### config.mk
export PLATFORM = sky130hd
export DESIGN_NAME = branch_resolve_stage
export DESIGN_NICKNAME = d
export VERILOG_FILES = /design/src/rtl/branch_resolve_stage.sv
export SDC_FILE = /design/constraint.sdc
export NUM_CORES = 1
export LEC_CHECK = 0
export CORE_UTILIZATION = 50
export CTS_CLUSTER_SIZE = 20
export DETAILED_ROUTE_END_ITERATION = 10
export PLACE_DENSITY = 0.85
export SYNTH_ARGS = -nofsm -noshare
export SYNTH_HDL_FRONTEND = slang
export SYNTH_SLANG_ARGS = --single-unit
### constraint.sdc
create_clock -name clk -period 5.54 [get_ports clk]
set_input_delay 1.662 -clock clk [delete_from_list [all_inputs] [get_ports clk]]
set_output_delay 1.662 -clock clk [all_outputs]
set_load 0.01 [all_outputs]
### src/rtl/branch_resolve_stage.sv
`default_nettype none
// ============================================================================
// Module  : branch_resolve_stage
// Brief   : Registered branch decision with valid/ready output and 1-entry skid.
// Revision: 1.0 - initial release
// ============================================================================
module branch_resolve_stage #(
    parameter int CNT_W = 16
) (
    input  logic             clk,
    input  logic             reset,
    input  logic             flush,
    input  logic             in_valid,
    output logic             in_ready,
    input  logic             lt,
    input  logic             eq,
    input  logic             gt,
    input  logic [2:0]       br_op,
    input  logic [31:0]      pc,
    input  logic [31:0]      imm,
    output logic             out_valid,
    input  logic             out_ready,
    output logic             out_taken,
    output logic [31:0]      out_target,
    output logic [31:0]      out_next_pc,
    output logic             flag_err,
    output logic [CNT_W-1:0] branch_count,
    output logic [CNT_W-1:0] taken_count
);

    localparam logic [2:0] c_op_none = 3'b000;
    localparam logic [2:0] c_op_beq  = 3'b001;
    localparam logic [2:0] c_op_bne  = 3'b010;
    localparam logic [2:0] c_op_blt  = 3'b011;
    localparam logic [2:0] c_op_bge  = 3'b100;
    localparam logic [2:0] c_op_bgt  = 3'b101;
    localparam logic [2:0] c_op_ble  = 3'b110;
    localparam logic [2:0] c_op_jump = 3'b111;

    localparam logic [CNT_W-1:0] c_cnt_max = {CNT_W{1'b1}};
    localparam logic [CNT_W-1:0] c_cnt_one = CNT_W'(1);

    logic             w_taken_raw;
    logic             w_onehot;
    logic             w_flag_bad;
    logic             w_taken;
    logic [31:0]      w_seq_pc;
    logic [31:0]      w_target;
    logic [31:0]      w_next_pc;
    logic             w_accept;
    logic             w_xfer;
    logic             w_out_free;

    logic             r_in_ready;
    logic             r_out_valid;
    logic             r_out_taken;
    logic             r_out_counted;
    logic [31:0]      r_out_target;
    logic [31:0]      r_out_next_pc;
    logic             r_skid_valid;
    logic             r_skid_taken;
    logic             r_skid_counted;
    logic [31:0]      r_skid_target;
    logic [31:0]      r_skid_next_pc;
    logic             r_flag_err;
    logic [CNT_W-1:0] r_branch_count;
    logic [CNT_W-1:0] r_taken_count;

    always_comb begin
        w_taken_raw = 1'b0;
        case (br_op)
            c_op_beq:  w_taken_raw = eq;
            c_op_bne:  w_taken_raw = !eq;
            c_op_blt:  w_taken_raw = lt;
            c_op_bge:  w_taken_raw = gt | eq;
            c_op_bgt:  w_taken_raw = gt;
            c_op_ble:  w_taken_raw = lt | eq;
            c_op_jump: w_taken_raw = 1'b1;
            default:   w_taken_raw = 1'b0;
        endcase
    end

    // Conditional ops trust the comparator only when exactly one flag is set.
    assign w_onehot   = (lt & !eq & !gt) | (!lt & eq & !gt) | (!lt & !eq & gt);
    assign w_flag_bad = (br_op != c_op_none) && (br_op != c_op_jump) && !w_onehot;
    assign w_taken    = w_taken_raw & !w_flag_bad;

    assign w_seq_pc   = pc + 32'd4;
    assign w_target   = w_seq_pc + (imm << 2);
    assign w_next_pc  = w_taken ? w_target : w_seq_pc;

    assign w_accept   = in_valid & r_in_ready & !flush;
    assign w_xfer     = r_out_valid & out_ready;
    assign w_out_free = !r_out_valid | out_ready;

    always_ff @(posedge clk) begin
        if (reset) begin
            r_in_ready     <= 1'b1;
            r_out_valid    <= 1'b0;
            r_out_taken    <= 1'b0;
            r_out_counted  <= 1'b0;
            r_out_target   <= 32'd0;
            r_out_next_pc  <= 32'd0;
            r_skid_valid   <= 1'b0;
            r_skid_taken   <= 1'b0;
            r_skid_counted <= 1'b0;
            r_skid_target  <= 32'd0;
            r_skid_next_pc <= 32'd0;
            r_flag_err     <= 1'b0;
            r_branch_count <= '0;
            r_taken_count  <= '0;
        end else begin
            if (w_accept && w_flag_bad) begin
                r_flag_err <= 1'b1;
            end

            if (w_xfer) begin
                if (r_out_counted && (r_branch_count != c_cnt_max)) begin
                    r_branch_count <= r_branch_count + c_cnt_one;
                end
                if (r_out_taken && (r_taken_count != c_cnt_max)) begin
                    r_taken_count <= r_taken_count + c_cnt_one;
                end
            end

            if (flush) begin
                r_out_valid  <= 1'b0;
                r_skid_valid <= 1'b0;
                r_in_ready   <= 1'b1;
            end else if (w_out_free) begin
                // Skid is never loaded while it is full, so it always drains first.
                r_in_ready   <= 1'b1;
                r_skid_valid <= 1'b0;
                if (r_skid_valid) begin
                    r_out_valid   <= 1'b1;
                    r_out_taken   <= r_skid_taken;
                    r_out_counted <= r_skid_counted;
                    r_out_target  <= r_skid_target;
                    r_out_next_pc <= r_skid_next_pc;
                end else if (w_accept) begin
                    r_out_valid   <= 1'b1;
                    r_out_taken   <= w_taken;
                    r_out_counted <= (br_op != c_op_none);
                    r_out_target  <= w_target;
                    r_out_next_pc <= w_next_pc;
                end else begin
                    r_out_valid <= 1'b0;
                end
            end else begin
                if (w_accept) begin
                    r_skid_valid   <= 1'b1;
                    r_skid_taken   <= w_taken;
                    r_skid_counted <= (br_op != c_op_none);
                    r_skid_target  <= w_target;
                    r_skid_next_pc <= w_next_pc;
                end
                r_in_ready <= !(r_skid_valid | w_accept);
            end
        end
    end

    assign in_ready     = r_in_ready;
    assign out_valid    = r_out_valid;
    assign out_taken    = r_out_taken;
    assign out_target   = r_out_target;
    assign out_next_pc  = r_out_next_pc;
    assign flag_err     = r_flag_err;
    assign branch_count = r_branch_count;
    assign taken_count  = r_taken_count;

endmodule
`default_nettype wire
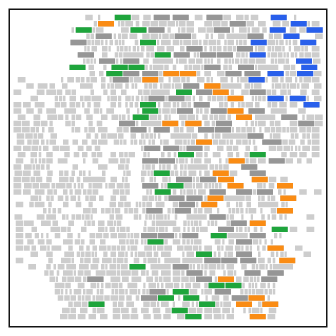
*Sequential cells grouped by signal name*
Other sequential cells in the stronger gray, the rest of the logic in the fainter gray.
- `out_next_pc`: orange (placed flops 30)
- `branch_count`: blue (placed flops 16; where top right)
- `out_target`: green (placed flops 32)
- not colored: 86
share of the core filled with cells in the final layout: 0.6757
power in sequential cells: 1.24 mW
area used by sequential logic in the layout: 3287 µm²

==> job_summary.md <==
## PnR job results

| Metric | Value |
|---|---|
| Run status | completed |
| All-Layer GR Usage | 0.2866 |
| Post-synth tally of flip-flops with integrated enable | 0 |
| Final net count | 1500 |
| Setup repair bufs after CTS | 0 |
| Hold Violations, Final | 0 |
| Wire per inst | 16.67 µm |
| Area growth, synth to finish | 31.86% |
| Clock tree buffer depth | 2 |
| Via count of the routed design | between 9000 and 10000 |
| Net Sw Frac | 0.2959 |
| GR met2 Demand/Resource | 0.4597 |
| # Cells Yosys | 1182 |
| Clock buffer instance count of the final layout | 19 |
| Clock edge transition at the registers on the reported setup and hold paths | about 70 ps |
| Seq cells post-synth | between 150 and 200 |
| Chain of cells forming the critical path | clkdlybuf4s50_1, nand4_1, nor4_2, nand2_1, nor2_1, xor2_1, ha_1, a21o_1, a21o_1, a21o_1, nor3_1, nand3_1, a221oi_2, xnor2_1, mux2i_1, a21oi_1 |
| X dimension of the die | between 100 and 150 µm |
| Fraction of cell area in non-clock buffers | 0.1946 |
| Top cell types by occurrence after synthesis | sky130_fd_sc_hd__dfxtp_1, sky130_fd_sc_hd__nand2_1, sky130_fd_sc_hd__nor2_1 |
| Clock Power | about 1.1 mW |
| Nature of the critical path startpoint | primary input |
| Post-route DRC violation count | 0 |
| Mean instance size in the synthesized netlist | around 8 µm² |
| Overflow left after global routing | 0 |
| Critical Path Stages | 16 |
| Most common cell on crit path | sky130_fd_sc_hd__a21o_1 |
| Final HPWL from detailed placement | between 15000 and 20000 µm |
| Top cells excl fill/tap | sky130_fd_sc_hd__clkdlybuf4s50_1, sky130_fd_sc_hd__nand2_1, sky130_fd_sc_hd__dfxtp_1 |
| RSZ-0062 raised after global routing | no |
| Clk ins delay skew pair | approximately 430 ps |
| # Max-Cap Violations | 0 |
| Initial antenna violation count | 0 |
| Fraction of layout cells with a size suffix above 1 | 0.1001 |
| Critical Path Slowest Stage Cell | sky130_fd_sc_hd__clkdlybuf4s50_1 |
| Sink of the worst hold path | out_next_pc[21] |
| Cell type group with the largest total delay on the critical path | simple AND/OR/NAND/NOR gates |
| Num Clock Sinks | 164 |
| Clock tree from TritonCTS | done |
| Crit path from | pc[4] |
| Share of synthesized area spent on multiplexers | 0.03685 |
| Number of top-level pins | 175 |
| CTS H-Tree Depth | 4 |
| Relative slew slack | 0.2307 |
| Number of buffers created by CTS | 17 |
| Count of unique library cells instantiated by Yosys | 67 |
| Sequential cell count | 164 |
| Fraction of area in registers | 0.2699 |
| Number of placement rows | slightly below 50 |
| Number of logged tool warnings | 37 |
| Final critical-path share of the clock period | 0.9486 |
| Post-synth area hogs | sky130_fd_sc_hd__dfxtp_1, sky130_fd_sc_hd__nand2_1, sky130_fd_sc_hd__nor2_1 |
| Post-layout power | 3.104 mW |
| Final weighted congestion in routability-driven placement | 0.9258 |
| Final TNS setup | 0 ps |
| Floorplan Core Area | 18020 µm² |
| Chip area | 19020 µm² |
| Commonest flop | sky130_fd_sc_hd__dfxtp_1 |
| Destination of the worst register-to-register timing path | taken_count[15] |
| Maximum number of pins on one net before global-route repair | 107 |
| Complex-gate fraction of the synthesized area | 0.2088 |
| Die Ht | 137.9 µm |
| Ratio of routed vias to standard cells | roughly 5.7 |
| Required time reported for the critical path endpoint | 5820 ps |
| Number of warnings reported in the yosys synthesis log | 0 |
| Actual slew at the worst max-slew pin | 1154 ps |
| Placed cell area | 11610 µm² |
| Number of global-route vias before repair | 8606 |
| Sequential share of power | 0.401 |
| Fraction of synthesis flops using an asynchronous set or reset pin | 0 |
| Tally of buffers added on design ports | 172 |
| Post-cts hold buffer count | 0 |
| Length in cells of the worst reg-to-reg path | 8 |
| Hold path startpoint | out_next_pc[21] |
| Yosys simple share | 0.2288 |
| Setup WS pre-CTS | -110.0 ps |
| Diode insertion count for antenna repair | 0 |
| Endpoint type of the worst setup path | flip-flop |
| Top area contributor share | 0.3555 |
| Min-Delay Path Depth | 2 |
| Synth Cell Area | 9236 µm² |
| Fill cell total of the finished layout | 1462 |
| CP max stage delay | 480 ps |
| Highest-utilization routing layer at the global route stage | met2 |
| Post-Layout Inst Area | about 12000 µm² |
| CTS-repair resized insts | 0 |
| Final Instance Count excl. Fillers | 1627 |
| Finish-stage setup viols | 0 |
| Most area-hungry cell class in the final design | multi-input combinational cells |
| First DRT Iteration DRCs | 1051 |
| Final worst path period need | 5255 ps |
| Post-route worst hold slack | 451.0 ps |
| Chip area estimate from yosys synthesis | between 9000 and 10000 µm² |
| Net count after synthesis | 1297 |
| Detailed Routing Iterations Pass 1 | 5 |
| Power share of the clock group | 0.367 |
| Crit Path Class | primary input to flip-flop |
| Final Routed Wirelength | 27120 µm |
| Reg-to-reg startpoint | taken_count[7] |
| Number of instances in the synthesized netlist | approximately 1200 |
| Well Taps | 229 |
| Post-synthesis share of cell area spent on full adders, half adders and majority gates | 0.05500 |
| Total internal power | 2.185 mW |
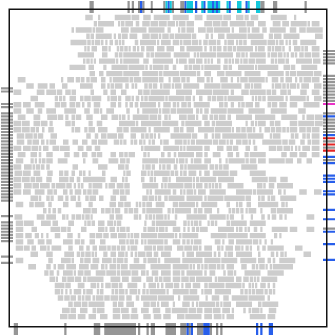
*Ports around the boundary*
Pins as bars across the die edge, other pins in gray.
- `taken_count`: cyan (pins 16; direction output; edge top)
- `out_ready`: magenta (pins 1; direction input; edge right)
- `br_op`: red (pins 3; direction input; edge right)
- `out_next_pc`: blue (pins 32; direction output; edge 14 right, 9 bottom, 9 top)
- all pins by edge: 49 bottom, 43 left, 42 right, 41 top

Power is estimated from default activity; no workload was simulated.
